File: src/rtl/bidir_link_pkg.sv
// Shared definitions for the bidirectional link controller.
// State encoding and buffer direction codes.
package bidir_link_pkg;

  typedef enum logic [1:0] {
    ST_IDLE  = 2'd0,
    ST_TURN  = 2'd1,
    ST_DRV_A = 2'd2,
    ST_DRV_B = 2'd3
  } state_t;

  localparam logic DIR_A2B = 1'b1;
  localparam logic DIR_B2A = 1'b0;

endpackage

File: src/rtl/bidir_turn_timer.sv
// Loadable down-counter for link turnaround gaps.
// done is high in the last cycle of a loaded interval.
module bidir_turn_timer #(
  parameter int unsigned W = 4
) (
  input  logic         clk,
  input  logic         rst,
  input  logic         load,
  input  logic [W-1:0] load_val,
  output logic         done
);

  logic [W-1:0] cnt;
  logic         run;

  // count down from the loaded value, stop once zero is reached
  always_ff @(posedge clk) begin
    if (rst) begin
      cnt <= '0;
      run <= 1'b0;
    end else if (load) begin
      cnt <= load_val;
      run <= 1'b1;
    end else if (run) begin
      if (cnt == '0) run <= 1'b0;
      else           cnt <= cnt - 1'b1;
    end
  end

  assign done = run && (cnt == '0);

endmodule

File: src/rtl/bidir_link_arb.sv
// Arbiter for the shared bidirectional buffer.
// Grants one side at a time with dead cycles on every flip.
module bidir_link_arb
  import bidir_link_pkg::*;
#(
  parameter int unsigned TURN_CYC  = 2,
  parameter int unsigned MAX_BURST = 8,
  parameter int unsigned CNT_W     = 8
) (
  input  logic clk,
  input  logic rst,
  input  logic req_a,
  input  logic req_b,
  output logic gnt_a,
  output logic gnt_b,
  output logic sel,
  output logic oe,
  output logic busy
);

  localparam logic [3:0] TURN_LD =
    4'(TURN_CYC - 1);
  localparam logic [CNT_W-1:0] BURST_LAST =
    CNT_W'(MAX_BURST - 1);

  state_t           state, state_nxt;
  logic             sel_nxt;
  logic             last_owner, owner_nxt;
  logic [CNT_W-1:0] burst, burst_nxt;
  logic             turn_load, turn_done;
  logic             win, own_req, oth_req;

  bidir_turn_timer #(.W(4)) u_timer (
    .clk      (clk),
    .rst      (rst),
    .load     (turn_load),
    .load_val (TURN_LD),
    .done     (turn_done)
  );

  // state, direction, ownership and registered outputs
  always_ff @(posedge clk) begin
    if (rst) begin
      state      <= ST_IDLE;
      sel        <= DIR_B2A;
      last_owner <= DIR_B2A;
      burst      <= '0;
      gnt_a      <= 1'b0;
      gnt_b      <= 1'b0;
      oe         <= 1'b0;
      busy       <= 1'b0;
    end else begin
      state      <= state_nxt;
      sel        <= sel_nxt;
      last_owner <= owner_nxt;
      burst      <= burst_nxt;
      gnt_a      <= (state_nxt == ST_DRV_A);
      gnt_b      <= (state_nxt == ST_DRV_B);
      oe         <= (state_nxt == ST_DRV_A) ||
                    (state_nxt == ST_DRV_B);
      busy       <= (state_nxt != ST_IDLE);
    end
  end

  // arbitration, turnaround and burst limiting
  always_comb begin
    state_nxt = state;
    sel_nxt   = sel;
    owner_nxt = last_owner;
    burst_nxt = burst;
    turn_load = 1'b0;
    win       = DIR_B2A;
    own_req   = 1'b0;
    oth_req   = 1'b0;
    unique case (state)
      ST_IDLE: begin
        burst_nxt = '0;
        if (req_a || req_b) begin
          win = (req_a && req_b) ? ~last_owner
                                 : req_a;
          if (win == sel) begin
            state_nxt = (win == DIR_A2B) ? ST_DRV_A
                                         : ST_DRV_B;
          end else begin
            sel_nxt   = win;
            turn_load = 1'b1;
            state_nxt = ST_TURN;
          end
        end
      end
      ST_TURN: begin
        if (turn_done) begin
          if (sel == DIR_A2B)
            state_nxt = req_a ? ST_DRV_A : ST_IDLE;
          else
            state_nxt = req_b ? ST_DRV_B : ST_IDLE;
        end
      end
      ST_DRV_A, ST_DRV_B: begin
        own_req   = (state == ST_DRV_A) ? req_a : req_b;
        oth_req   = (state == ST_DRV_A) ? req_b : req_a;
        burst_nxt = burst + 1'b1;
        if (!own_req || burst == BURST_LAST) begin
          burst_nxt = '0;
          if (!own_req || oth_req) begin
            owner_nxt = sel;
            if (oth_req) begin
              sel_nxt   = ~sel;
              turn_load = 1'b1;
              state_nxt = ST_TURN;
            end else begin
              state_nxt = ST_IDLE;
            end
          end
        end
      end
      default: state_nxt = ST_IDLE;
    endcase
  end

endmodule

File: config.mk
export PLATFORM = sky130hd
export DESIGN_NAME = bidir_link_arb
export DESIGN_NICKNAME = d
export VERILOG_FILES = /design/src/rtl/bidir_link_pkg.sv /design/src/rtl/bidir_turn_timer.sv /design/src/rtl/bidir_link_arb.sv
export SDC_FILE = /design/constraint.sdc
export NUM_CORES = 1
export LEC_CHECK = 0
export CORE_MARGIN = 3
export CORE_UTILIZATION = 47
export CTS_BUF_LIST = sky130_fd_sc_hd__clkbuf_4 sky130_fd_sc_hd__clkbuf_8
export DETAILED_ROUTE_END_ITERATION = 7
export PLACE_DENSITY = 0.72
export SLEW_MARGIN = 0
export SYNTH_ARGS = -nofsm -noshare
export SYNTH_HDL_FRONTEND = slang
export SYNTH_SLANG_ARGS = --single-unit
File: constraint.sdc
create_clock -name clk -period 3.5 [get_ports clk]
set_clock_uncertainty 0.15 [all_clocks]
set_input_delay 0.7 -clock clk [delete_from_list [all_inputs] [get_ports clk]]
set_output_delay 0.7 -clock clk [all_outputs]
set_load 0.05 [all_outputs]
Figure 1. Metal 1 (run 1).
Scale bar: 20 µm.
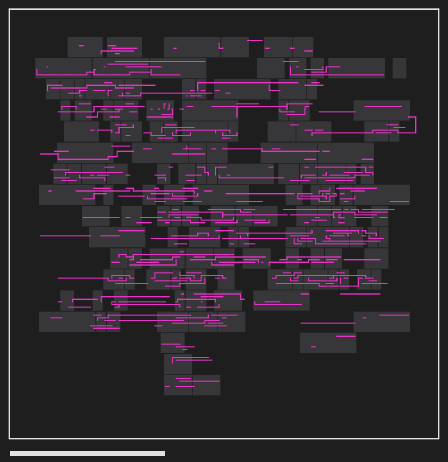
nets with wire on the layer: 134
wire length on this layer: 969 µm
share of all routed wire: 43%
main direction: horizontal

Figure 2. Wire density map (run 1).
The die is cut into 11 by 11 equal tiles; white is low, dark blue is high, scaled to the fullest tile. Values are wire area over tile area, all layers added.
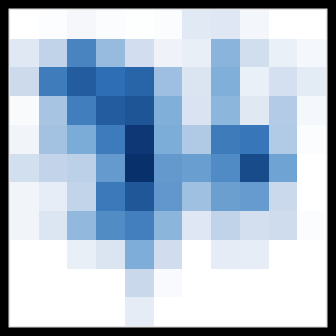
tiles over half the peak: 22%
densest ninth of the die: middle
fullest tile: 0.45
mean over tiles: 0.12
nearly empty tiles: 29%

Figure 3. Signal wires by layer (run 1).
Scale bar: 20 µm. Only two layers are drawn.
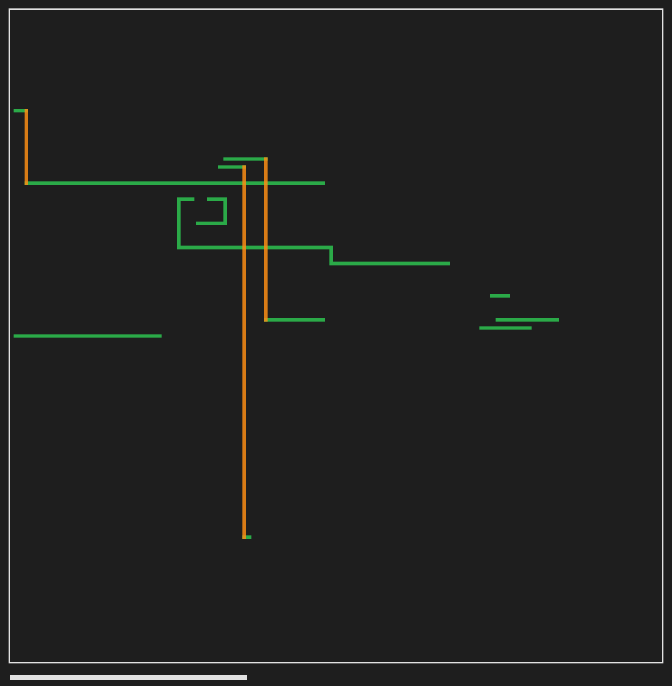
[orange] metal 4 | wire length: 51.0 µm
[green] metal 3 | wire length: 94.4 µm

[run 1: final timing paths]
check	from	to	slack, ns	cells past startpoint
max	req_a	gnt_a	0.75	8
min	last_owner	last_owner	0.35	2
min reg2reg	last_owner	last_owner	0.35	2
max reg2reg	burst[0]	gnt_a	1.37	5
[run 1: power by group through the flow]
| stage | Sequential (mW) | Clock [mW] | Combinational, mW |
|---|---|---|---|
| final | 0.303 | 0.125 | 0.236 |
| after global routing | 0.309 | 0.138 | 0.263 |
| after CTS | 0.303 | 0.131 | 0.237 |
| after detailed placement | 0.308 | 0 | 0.237 |
| after global placement | 0.307 | 0 | 0.228 |
| after floorplan | 0.334 | 0 | 0.154 |
[run 1: sequential cells by signal, summed over array words and instances (netlist names)]
name and count:
busy 1, burst 8, state 2, u_timer.cnt 4
gnt_a 1, u_timer.run 1, last_owner 1, oe 1
gnt_b 1, sel 1
[run 1: area by class of cell]
cell class | instances | area share, %
repair buffers | 9 | 6.97
well taps | 28 | 2.79
inverters | 9 | 2.69
clock buffers | 4 | 2.39
flip-flops and latches | 21 | 33.4
multi-input cells | 97 | 51.7
[run 1: worst max-delay path, delay by kind of cell]
kind	cells	cell delay (ns)
AND-OR/OR-AND	2	0.63
adder cells (fa/ha/maj)	1	0.32
buffers and inverters	2	0.71
AND/OR/NAND/NOR	3	0.46
[run 1: metal layers]
metal	vias to the layer above	GRT usage [%]	wire, µm	part of all wire [%]
met5	-	0	0	0
met4	0	7.69	51	2.3
met3	6	5.90	94	4.2
met2	18	29.9	1140	51
met1	451	19.2	968	43
li1	496	-	-	-
==> impl_metrics.env, run 1 <==
# yosys + openroad results
export IMPL_status="finished, final reports clean"
export IMPL_grt_overflow=0
export IMPL_ioPinCount=9
export IMPL_ys_sh_mux_pct=4.53
export IMPL_crit_chain="clkdlybuf4s50_1 > inv_1 > a21oi_1 > ha_1 > a2111o_1 > nand4_1 > nor2_1 > nor4bb_2"
export IMPL_n_antenna_cell=0
export IMPL_finish_net_count=149
export IMPL_initialDrtViolationCount=14
export IMPL_cp_slowest_cell="sky130_fd_sc_hd__clkdlybuf4s50_1"
export IMPL_chip_area_um2=3030
export IMPL_syn_inst=132
export IMPL_final_fill_count=223
export IMPL_p_int_mw=0.418
export IMPL_ys_sh_xor_pct=3.87
export IMPL_die_width_um=55.1
export IMPL_yosysSeqAreaShare_pct=37.1
export IMPL_power_combinational_fraction_pct=35.5
export IMPL_drt_wirelength_per_cell_um=13.4
export IMPL_timing_max_cap_violations=0
export IMPL_area_growth_syn_to_layout_pct=11.1
export IMPL_maximum_number_of_pins_on_one_net_before_global_route_repair=20
export IMPL_fin_cells=168
export IMPL_critPathKind="in -> reg"
export IMPL_rows=17
export IMPL_synth_area_per_cell_um2=8.58
export IMPL_post_route_cells_drive_above_1_share_pct=8.57
export IMPL_ir_drop_uv=327
export IMPL_buffer_ports_inserted=8
Figure 4. Close-up of the layout (run 1).
Scale bar: 5 µm. Region (31, 31) to (51, 51) µm. Cells in grey, sequential cells in the stronger grey; small squares are vias.
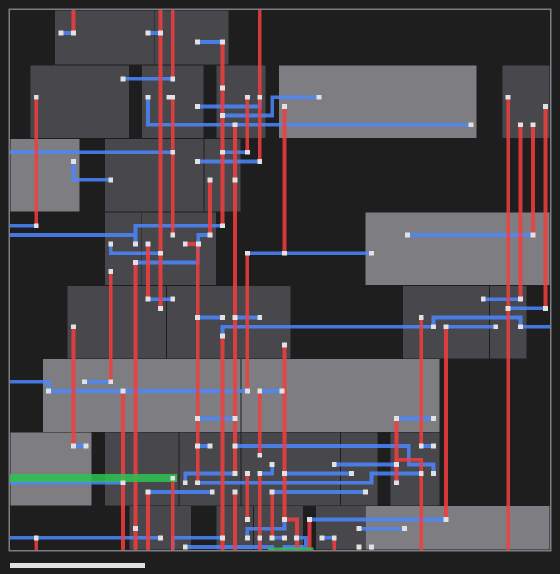

==> inputs of run 2 (changes only) <==
Clock period 3.5 ns to 2.6 ns, I/O delays scaled along.
Figure 5. Close-up of the layout (run 2).
Scale bar: 5 µm. Region (31, 31) to (51, 51) µm. Cells in grey, sequential cells in the stronger grey; small squares are vias.
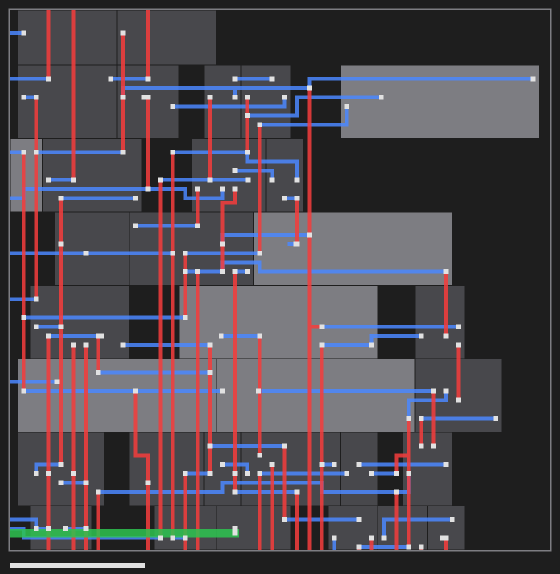
[green] metal 3
[red] metal 2
[blue] metal 1
netlist names of flops here include: `burst` (4), `state` (1)
sequential cells in the window: 5
most frequent: dfxtp_1 (5), clkdlybuf4s50_1 (4), nand2_1 (3)
cells with their middle in the window: 31

Figure 6. Signal wires by layer (run 2).
Scale bar: 20 µm. Only two layers are drawn.
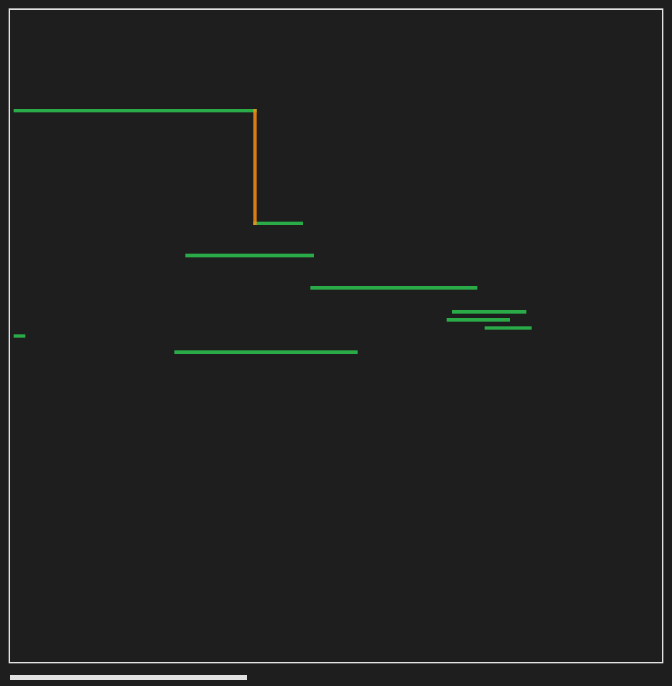
[green] metal 3 | wire length: 79.1 µm
[orange] metal 4 | wire length: 9.50 µm

==> run 2 against run 1 <==
  * Sequential share of layout area shrank 0.97 points
  * Synthesized cell count is the same
  * Synthesized area is the same
  * Final area grew 3.0%
  * Count of clock-buffer cells in the layout is the same
  * Flip-flop count is the same
  * Global-route usage shrank 0.35 points
  * Cell count grew 3.0%
  * Clock power grew 32%
  * Utilization grew 1.7 points
  * Non-clock buffer count grew 5
  * Die size is the same
==> impl_metrics.env, run 2 <==
# yosys + openroad results
export IMPL_buffer_ports_inserted=8
export IMPL_maximum_number_of_pins_on_one_net_before_global_route_repair=18
export IMPL_synth_area_per_cell_um2=8.58
export IMPL_ys_sh_mux_pct=4.53
export IMPL_worst_path_dominant_cell_family="AND-OR/OR-AND gates"
export IMPL_post_route_period_util_pct=89.4
export IMPL_ys_sh_xor_pct=3.87
export IMPL_chip_area_um2=3030
export IMPL_initialDrtViolationCount=30
export IMPL_grt_usage_pct=17.0
export IMPL_max_slew_margin_pct=60.4
export IMPL_grt_overflow=0
export IMPL_die_y_extent_um=55.1
export IMPL_crit_chain="clkdlybuf4s50_1 > inv_1 > a21oi_1 > ha_1 > a2111o_1 > nand4_1 > nor2_1 > nor4bb_2"
export IMPL_number_of_global_route_vias_before_repair=912
export IMPL_cp_slowest_cell="sky130_fd_sc_hd__clkdlybuf4s50_1"
export IMPL_p_int_mw=0.579
export IMPL_fin_cells=173
export IMPL_post_route_cells_drive_above_1_share_pct=11.7
export IMPL_final_fill_count=216
export IMPL_critPathKind="in -> reg"
export IMPL_top_regs="burst (8), u_timer.cnt (4), state (2)"
export IMPL_n_antenna_cell=0
export IMPL_largest_register_ffs=8
export IMPL_power_combinational_fraction_pct=37.0
export IMPL_status="finished, final reports clean"
export IMPL_timing_max_cap_violations=0
export IMPL_synth_edff_count=0
export IMPL_worst_r2r_setup_slack_ns=0.45
export IMPL_drt_wirelength_per_cell_um=13.3
export IMPL_yosysSeqAreaShare_pct=37.1
export IMPL_rows=17
export IMPL_area_growth_syn_to_layout_pct=14.4
export IMPL_ioPinCount=9
export IMPL_syn_inst=132
export IMPL_die_width_um=55.1
export IMPL_finish_net_count=154
[run 2: cell count changes in the layout (fill, tap and decap cells not counted)]
cell,previous run,this run
sky130_fd_sc_hd__buf_4,1,6
[run 2: routing by layer]
layer	share of wire (%)	track usage (%)
met5	0	0
met4	0.39	2.83
met3	3.4	4.83
met2	52	30.5
met1	44	20.3
[run 2: worst paths after layout]
check              from  depth (start not counted)         end
min reg2reg  last_owner                          2  last_owner
max reg2reg    burst[0]                          6         sel
min          last_owner                          2  last_owner
max               req_a                          8       gnt_a
[run 2: worst min-delay path, delay by kind of cell, from the launching register on]
family / cells / cell delay, ns
flops: 1 / 0.34
simple gates: 1 / 0.06
compound gates: 1 / 0.05
[run 2: final cells by class]
cell class,instances,area share [%]
multi-input combinational,97,50.2
sequential,21,32.5
timing repair buffer,14,9.66
tap,28,2.71
inverter,9,2.61
clock buffer,4,2.32
[run 2: power by group through the flow]
stage	registers, mW	clock network, mW	logic, mW
3_3_place_gp	0.413	0	0.328
3_5_place_dp	0.416	0	0.339
4_1_cts	0.408	0.171	0.340
2_1_floorplan	0.450	0	0.208
5_1_grt	0.415	0.183	0.375
6_report	0.409	0.165	0.338
[run 2: cells by family (layout without fill, tap and decap cells)]
| group | Yosys count | in the layout |
|---|---|---|
| simple gates | 53 | 53 |
| compound gates | 30 | 30 |
| flops | 21 | 21 |
| buf+inv | 14 | 27 |
| xor+xnor | 5 | 5 |
| mux | 5 | 5 |
| fa+ha+maj | 4 | 4 |
Figure 7. Wire density map (run 2).
The die is cut into 11 by 11 equal tiles; white is low, dark blue is high, scaled to the fullest tile. Values are wire area over tile area, all layers added.
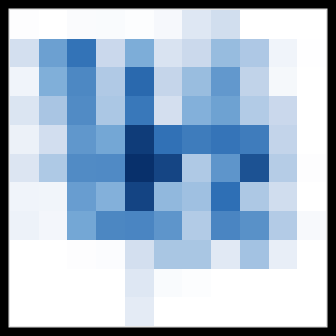

==> inputs of run 3 (changes only) <==
--- a/config.mk
+++ b/config.mk
@@ -7,7 +7,6 @@
 export LEC_CHECK = 0
-export CORE_MARGIN = 3
-export CORE_UTILIZATION = 47
+export CORE_UTILIZATION = 40
 export CTS_BUF_LIST = sky130_fd_sc_hd__clkbuf_4 sky130_fd_sc_hd__clkbuf_8
 export DETAILED_ROUTE_END_ITERATION = 7
-export PLACE_DENSITY = 0.72
+export PLACE_DENSITY = 0.63
 export SLEW_MARGIN = 0
--- a/constraint.sdc
+++ b/constraint.sdc
@@ -4,2 +4,2 @@
 set_output_delay 0.52 -clock clk [all_outputs]
-set_load 0.05 [all_outputs]
+set_load 0.01 [all_outputs]
Figure 8. Wire density map (run 3).
The die is cut into 11 by 11 equal tiles; white is low, dark blue is high, scaled to the fullest tile. Values are wire area over tile area, all layers added.
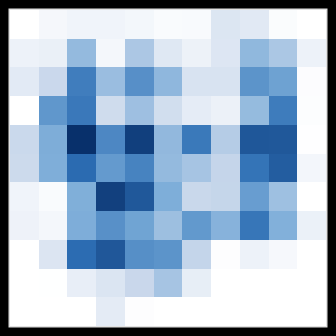
densest ninth of the die: middle
nearly empty tiles: 22%
fullest tile: 0.42

==> run 3 against run 2 <==
  * Die size grew 0.44%
  * Synthesized area is the same
  * Utilization shrank 6.3 points
  * Wire length grew 1.6%
  * Critical endpoint unchanged
  * Clock power grew 2%
  * Global-route usage shrank 1.2 points
  * Largest cell class unchanged
  * First-iteration DRC count grew 70%
  * Critical path depth is the same
  * Count of clock-buffer cells in the layout is the same
  * Hold slack lost 0.0018 ns
  * Flip-flop count is the same
==> impl_metrics.env, run 3 <==
# yosys + openroad results
export IMPL_max_slew_margin_pct=57.4
export IMPL_buffer_ports_inserted=8
export IMPL_grt_usage_pct=15.8
export IMPL_maximum_number_of_pins_on_one_net_before_global_route_repair=15
export IMPL_cp_slowest_cell="sky130_fd_sc_hd__clkdlybuf4s50_1"
export IMPL_clock_insertion_delay_worst_skew_ns=0.30
export IMPL_design_area_um2=1310
export IMPL_timing_hold_ws_ns=0.339
export IMPL_worst_path_dominant_cell_family="AND-OR/OR-AND gates"
export IMPL_top_regs="burst (8), u_timer.cnt (4), state (2)"
export IMPL_yosysSeqAreaShare_pct=37.1
export IMPL_grt_overflow=0
export IMPL_syn_inst=132
export IMPL_chip_area_um2=3050
export IMPL_power_combinational_fraction_pct=34.0
export IMPL_p_int_mw=0.585
export IMPL_drt_wirelength_per_cell_um=13.2
export IMPL_final_antenna_net_count=0
export IMPL_initialDrtViolationCount=51
export IMPL_rows=18
export IMPL_synth_stat_cells=132
export IMPL_core_util_floorplan_pct=44.1
export IMPL_die_y_extent_um=55.2
export IMPL_fin_cells=177
export IMPL_largest_register_ffs=8
export IMPL_timing_max_cap_violations=0
export IMPL_finalHoldViolations=0
export IMPL_post_dp_cell_area_um2=1280
export IMPL_number_of_global_route_vias_before_repair=949
export IMPL_synth_edff_count=0
export IMPL_cts_clk_slew_worst_paths_ns=0.12
export IMPL_crit_chain="clkdlybuf4s50_1 > inv_1 > a21oi_1 > ha_1 > a2111o_1 > nand4_1 > nor2_1 > nor4bb_2"
export IMPL_synth_cell_type_count=47
export IMPL_synth_area_per_cell_um2=8.58
export IMPL_detail_route_drc_violations=0
export IMPL_ioPinCount=9
export IMPL_finish_net_count=156
export IMPL_status="finished, final reports clean"
export IMPL_post_route_period_util_pct=87.8
export IMPL_post_route_cells_drive_above_1_share_pct=12.9
export IMPL_n_antenna_cell=0
export IMPL_final_fill_count=259
export IMPL_area_growth_syn_to_layout_pct=15.9
export IMPL_die_width_um=55.2
export IMPL_critPathKind="in -> reg"
Figure 9. Close-up of the layout (run 3).
Scale bar: 5 µm. Region (31, 31) to (51, 51) µm. Cells in grey, sequential cells in the stronger grey; small squares are vias.
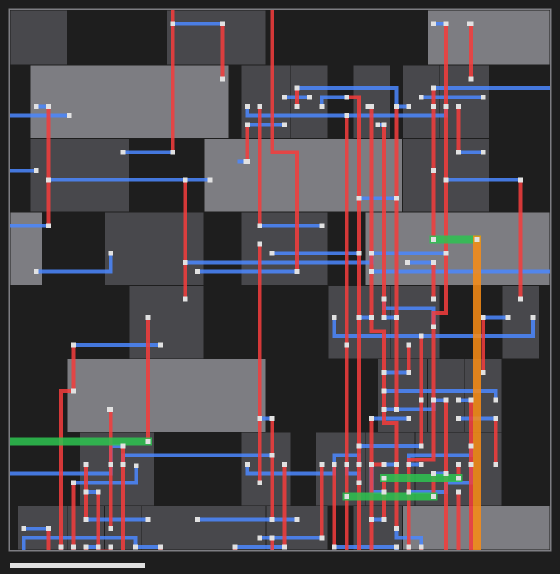
[blue] metal 1
[green] metal 3
[orange] metal 4
[red] metal 2
most frequent: dfxtp_1 (6), nand2_1 (5)
sequential cells in the window: 6
cells with their middle in the window: 35
netlist names of flops here include: `burst` (5), `oe` (1)

-- run 3: tightest hold or removal path, stage by stage (launching register included) --
cell	delay (ns)
sky130_fd_sc_hd__dfxtp_1	0.34
sky130_fd_sc_hd__nand2_1	0.06
sky130_fd_sc_hd__a21oi_1	0.05
-- run 3: power groups by stage --
stage / registers [mW] / logic, mW / clock network (mW)
finish: 0.408 / 0.297 / 0.169
CTS: 0.407 / 0.298 / 0.176
global placement: 0.413 / 0.286 / 0
floorplan: 0.399 / 0.208 / 0
detailed placement: 0.414 / 0.293 / 0
global route: 0.417 / 0.327 / 0.185
-- run 3: layout make-up --
class | count | area [µm²] | area share, %
clock buffer | 4 | 30.0 | 2.29
multi-input combinational | 97 | 651 | 49.6
inverter | 9 | 33.8 | 2.57
timing repair buffer | 16 | 140 | 10.7
sequential | 21 | 420 | 32.0
tap | 30 | 37.5 | 2.86
-- run 3: logic make-up (layout without fill, tap and decap cells) --
| group | count (synthesis) | after routing | share of synthesized area [%] |
|---|---|---|---|
| adders and majority gates | 4 | 4 | 4.42 |
| xor gates and xnor gates | 5 | 5 | 3.87 |
| DFF | 21 | 21 | 37.1 |
| AOI/OAI and AO/OA | 30 | 30 | 17.3 |
| buffers and inverters | 14 | 29 | 5.41 |
| and+or+nand+nor | 53 | 53 | 27.3 |
| muxes | 5 | 5 | 4.53 |
-- run 3: path summary, 6_finish.rpt --
path	depth (start not counted)	from	slack [ns]	end
max	8	req_a	0.32	gnt_a
min	2	last_owner	0.34	last_owner
min reg2reg	2	last_owner	0.34	last_owner
max reg2reg	6	burst[0]	0.41	sel
-- run 3: per-layer routing --
layer / share of wire, % / GRT usage [%]
met1: 44 / 18.2
met2: 51 / 28.1
met3: 4.5 / 4.68
met4: 1.1 / 4.64
met5: 0 / 0
Power is estimated from default activity; no workload was simulated.
